`src/rtl/out_img_streamer.sv`:
```
// Output image streamer: reads a frame linearly from the output image memory and emits it as an
// 8-bit valid/ready stream with end-of-line/end-of-frame tags. OUT_STREAM_CKSUM_EN adds a 16-bit checksum.
module out_img_streamer #(
    parameter int unsigned AW     = 12,
    parameter int unsigned FIFO_D = 2
) (
    input  logic          clk_50,
    input  logic          rst_n,
    input  logic          start,
    input  logic [15:0]   i_out_w,
    input  logic [15:0]   i_out_h,
    output logic [AW-1:0] mem_raddr,
    input  logic [7:0]    mem_rdata,
    output logic          m_valid,
    input  logic          m_ready,
    output logic [7:0]    m_data,
    output logic          m_eol,
    output logic          m_last,
    output logic          busy,
    output logic          done,
    output logic          o_err_size,
    output logic [15:0]   o_checksum
);
    localparam int unsigned CW  = AW + 1;
    localparam int unsigned OW  = $clog2(FIFO_D + 1);
    localparam int unsigned OW1 = OW + 1;
    localparam logic [32:0] CAP = 33'(1) << AW;

    typedef enum logic [1:0] {S_IDLE, S_RUN, S_DRAIN, S_ERR} state_t;
    state_t state_q, state_d;

    logic [15:0]   w_q, h_q, x_q, y_q;
    logic [CW-1:0] n_q, rd_cnt_q, acc_cnt_q;
    logic          rd_pending_q;
    logic [7:0]    fifo_q [FIFO_D];
    logic [7:0]    fifo_d [FIFO_D];
    logic [OW-1:0] occ_q, occ_d, occ_pop_c;

    logic [31:0] n_c;
    logic        size_bad_c, accept_c, issue_c, hs_c, final_hs_c, room_ok_c;
    logic        x_end_c, eol_nx_c, last_nx_c;
    logic [15:0] x_nx_c, y_nx_c;

    assign n_c        = 32'(i_out_w) * 32'(i_out_h);
    assign size_bad_c = (i_out_w == 16'd0) || (i_out_h == 16'd0) || (33'(n_c) > CAP);
    assign hs_c       = m_valid && m_ready;
    assign final_hs_c = hs_c && (acc_cnt_q == n_q - CW'(1));
    // A pop in this cycle frees a slot, which keeps one beat per cycle with two entries.
    assign room_ok_c  = (OW1'(occ_q) + OW1'(rd_pending_q) - OW1'(hs_c)) < OW1'(FIFO_D);
    assign m_data     = fifo_q[0];

    always_ff @(posedge clk_50 or negedge rst_n) begin
        if (!rst_n) state_q <= S_IDLE;
        else        state_q <= state_d;
    end

    always_comb begin
        state_d  = state_q;
        accept_c = 1'b0;
        issue_c  = 1'b0;
        case (state_q)
            S_IDLE: begin
                if (start) begin
                    if (size_bad_c) begin
                        state_d = S_ERR;
                    end else begin
                        state_d  = S_RUN;
                        accept_c = 1'b1;
                    end
                end
            end
            S_RUN: begin
                if (room_ok_c) begin
                    issue_c = 1'b1;
                    if (rd_cnt_q == n_q - CW'(1)) state_d = S_DRAIN;
                end
            end
            S_DRAIN: begin
                if (final_hs_c) state_d = S_IDLE;
            end
            S_ERR:   state_d = S_IDLE;
            default: state_d = S_IDLE;
        endcase
    end

    // Line/frame position of the beat following the current head.
    always_comb begin
        x_end_c   = (x_q == w_q - 16'd1);
        x_nx_c    = x_end_c ? 16'd0 : x_q + 16'd1;
        y_nx_c    = x_end_c ? y_q + 16'd1 : y_q;
        eol_nx_c  = (x_nx_c == w_q - 16'd1);
        last_nx_c = eol_nx_c && (y_nx_c == h_q - 16'd1);
    end

    always_ff @(posedge clk_50 or negedge rst_n) begin
        if (!rst_n) begin
            w_q          <= '0;
            h_q          <= '0;
            x_q          <= '0;
            y_q          <= '0;
            n_q          <= '0;
            rd_cnt_q     <= '0;
            acc_cnt_q    <= '0;
            rd_pending_q <= 1'b0;
            mem_raddr    <= '0;
            m_eol        <= 1'b0;
            m_last       <= 1'b0;
            busy         <= 1'b0;
            done         <= 1'b0;
            o_err_size   <= 1'b0;
        end else begin
            busy         <= (state_d == S_RUN) || (state_d == S_DRAIN);
            done         <= (state_q == S_ERR) || ((state_q == S_DRAIN) && final_hs_c);
            rd_pending_q <= issue_c;
            if (state_q == S_ERR) o_err_size <= 1'b1;
            if (accept_c) begin
                w_q        <= i_out_w;
                h_q        <= i_out_h;
                n_q        <= CW'(n_c);
                rd_cnt_q   <= '0;
                acc_cnt_q  <= '0;
                x_q        <= '0;
                y_q        <= '0;
                o_err_size <= 1'b0;
                m_eol      <= (i_out_w == 16'd1);
                m_last     <= (i_out_w == 16'd1) && (i_out_h == 16'd1);
            end
            if (issue_c) begin
                mem_raddr <= rd_cnt_q[AW-1:0];
                rd_cnt_q  <= rd_cnt_q + CW'(1);
            end
            if (hs_c) begin
                acc_cnt_q <= acc_cnt_q + CW'(1);
                x_q       <= x_nx_c;
                y_q       <= y_nx_c;
                m_eol     <= eol_nx_c;
                m_last    <= last_nx_c;
            end
        end
    end

    // Shift-register FIFO: entry 0 is always the head, so m_data comes straight from a flop.
    always_comb begin
        occ_pop_c = occ_q - OW'(hs_c);
        fifo_d    = fifo_q;
        if (hs_c) begin
            for (int i = 0; i < int'(FIFO_D) - 1; i++) fifo_d[i] = fifo_q[i+1];
        end
        for (int i = 0; i < int'(FIFO_D); i++) begin
            if (rd_pending_q && (occ_pop_c == OW'(i))) fifo_d[i] = mem_rdata;
        end
        occ_d = occ_pop_c + OW'(rd_pending_q);
    end

    always_ff @(posedge clk_50 or negedge rst_n) begin
        if (!rst_n) begin
            for (int i = 0; i < int'(FIFO_D); i++) fifo_q[i] <= '0;
            occ_q   <= '0;
            m_valid <= 1'b0;
        end else begin
            fifo_q  <= fifo_d;
            occ_q   <= occ_d;
            m_valid <= (occ_d != '0);
        end
    end

`ifdef OUT_STREAM_CKSUM_EN
    always_ff @(posedge clk_50 or negedge rst_n) begin
        if (!rst_n)        o_checksum <= '0;
        else if (accept_c) o_checksum <= '0;
        else if (hs_c)     o_checksum <= o_checksum + 16'(m_data);
    end
`else
    assign o_checksum = '0;
`endif

endmodule

```
`config.mk`:
```
export PLATFORM = sky130hd
export DESIGN_NAME = out_img_streamer
export DESIGN_NICKNAME = d
export VERILOG_FILES = /design/src/rtl/out_img_streamer.sv
export SDC_FILE = /design/constraint.sdc
export NUM_CORES = 1
export LEC_CHECK = 0
export CAP_MARGIN = 20
export CORE_UTILIZATION = 25
export CTS_CLUSTER_SIZE = 30
export DETAILED_ROUTE_END_ITERATION = 8
export PLACE_DENSITY = 0.46
export SETUP_SLACK_MARGIN = 0.4
export SLEW_MARGIN = 20
export SYNTH_ARGS = -nofsm -noshare
export SYNTH_HDL_FRONTEND = slang
export SYNTH_SLANG_ARGS = --single-unit
```
`constraint.sdc`:
```
create_clock -name clk_50 -period 4.3 [get_ports clk_50]
set_input_delay 0.43 -clock clk_50 [delete_from_list [all_inputs] [get_ports clk_50]]
set_output_delay 0.43 -clock clk_50 [all_outputs]
set_load 0.005 [all_outputs]
```
Metal 1:
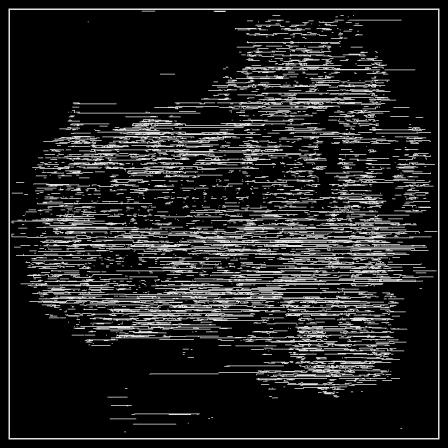
The wires run mostly horizontal. The longest straight run is 77.3 um.
routed via count: 15500
WL final: 56300 um
GR Layer Usage met1: 20.8%

Metal 2:
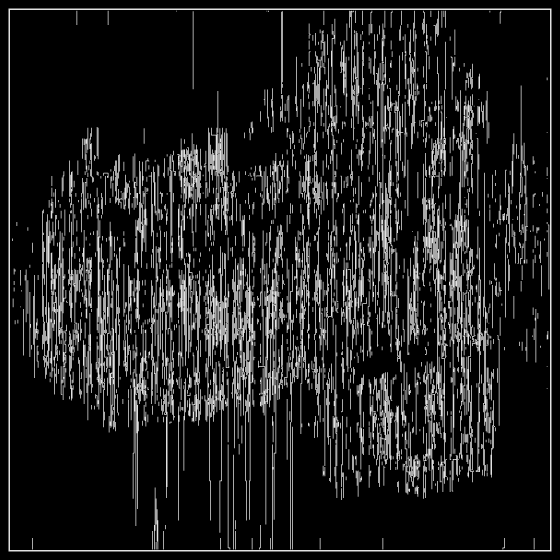
2373 nets have wire on it. The wires run mostly vertical. The layer carries 27.2 mm of wire.

Signal wires on met3:
The bar under the picture is 100 um long. Cells faint in the background.
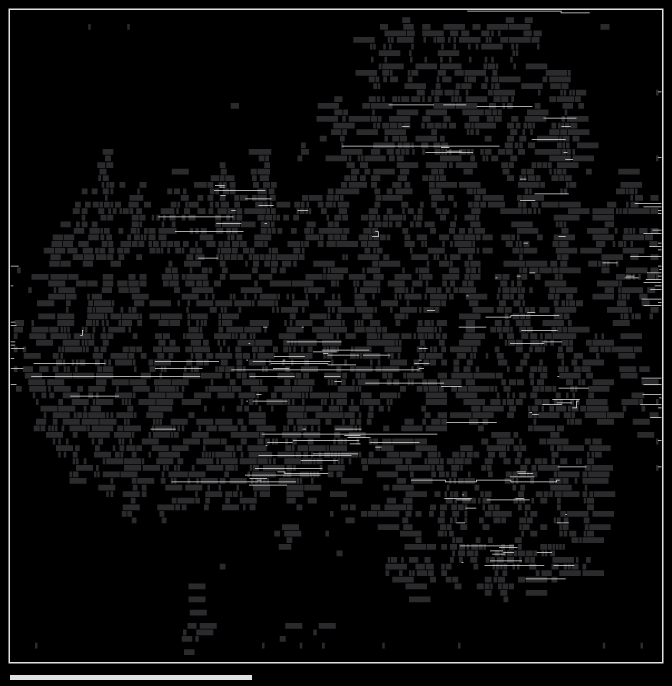
The layer holds 3.4% of the routed length. The layer carries 1890 um of wire. 147 nets have wire on it. The wires run mostly horizontal.
M3 GR Usage: 2.03%

Signal wires on met4:
The bar under the picture is 100 um long.
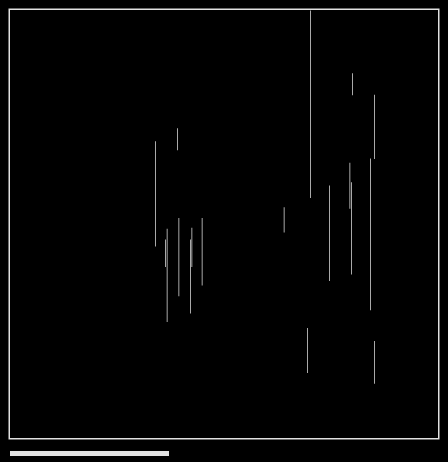
16 nets have wire on it. The longest straight run is 118 um. The layer carries 800 um of wire.

Routing congestion map:
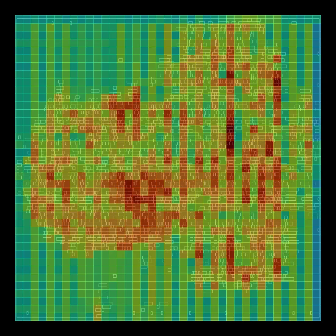
global route hottest layer: met2
DR WL/cell: 16.9 um
Post-Route Utilization: 34.3%
gr usage total: 15.4%

sequential cells by signal, indices dropped and copies added (netlist names), 12 cells and up:
name / cells
acc_cnt_q: 13
h_q: 16
mem_raddr: 12
n_q: 13
rd_cnt_q: 13
w_q: 16
x_q: 16
y_q: 16
layout by cell type, fill, tap and decap left out, types with 37 or more instances in the layout:
master and count:
fa_1 182, clkdlybuf4s50_1 37, mux2_2 41, xor2_1 49, a21oi_1 41, buf_12 44
inv_1 232, dfrtp_1 142, and2_1 105, buf_4 264, nor2_1 82, ha_1 100
xnor2_1 85, nand2_1 282
==> impl_metrics.env <==
# flow metrics
export IMPL_outcome="complete, but fails checks"
export IMPL_violations="hold timing, setup timing"
export IMPL_syn_inst=2048
export IMPL_clk_pin_slew_ns=0.07
export IMPL_synth_flops=142
export IMPL_fin_ws_ns=-2.59
export IMPL_synth_adder_area_share_pct=29.8
export IMPL_cp_data_required_time_ns=4.62
export IMPL_globalRoute_totalOverflow=0
export IMPL_dp_hpwl_um=41500
export IMPL_setup_violations=108
export IMPL_slew_limit_headroom_pct=50.0
export IMPL_nNonClkBuffers=415
export IMPL_crit_end="w_q[15]$_DFFE_PN0P_"
export IMPL_flops=142
export IMPL_top_area_cell_class="combinational gates"
export IMPL_post_place_cells=3200
export IMPL_yosys_area_share_aoi_pct=10.6
export IMPL_diodes=0
export IMPL_die_w_um=269
export IMPL_reg2reg_from="w_q[1]$_DFFE_PN0P_"
export IMPL_max_freq_mhz=145
export IMPL_hold_violations=15
export IMPL_top_layer_used="met4"
export IMPL_met2_length_um=27200
export IMPL_grt_max_degree=70
export IMPL_enable_flop_cells=0
export IMPL_path_max_fanout=37
export IMPL_comb_area_share_pct=56.7
export IMPL_finalCritPeriodShare_pct=160
export IMPL_viasPerCell=4.66
export IMPL_io_buffers=69
export IMPL_clk_share_pct=2.46
export IMPL_cts_buffer_depth=2
export IMPL_hold_slack_ns=-0.0275
export IMPL_grt_first_pass_wirelength_um=89600
export IMPL_h_tree_depth=4
export IMPL_arrival_ns=7.21
export IMPL_dpl_worst_slack_ns=-3.44
export IMPL_synth_warnings=0
export IMPL_postCtsResizedCells=64
export IMPL_critPathBufInv=8
export IMPL_criticalPathCategory="in -> reg"
export IMPL_instances_no_fill=3323
export IMPL_num_clock_buffers=18
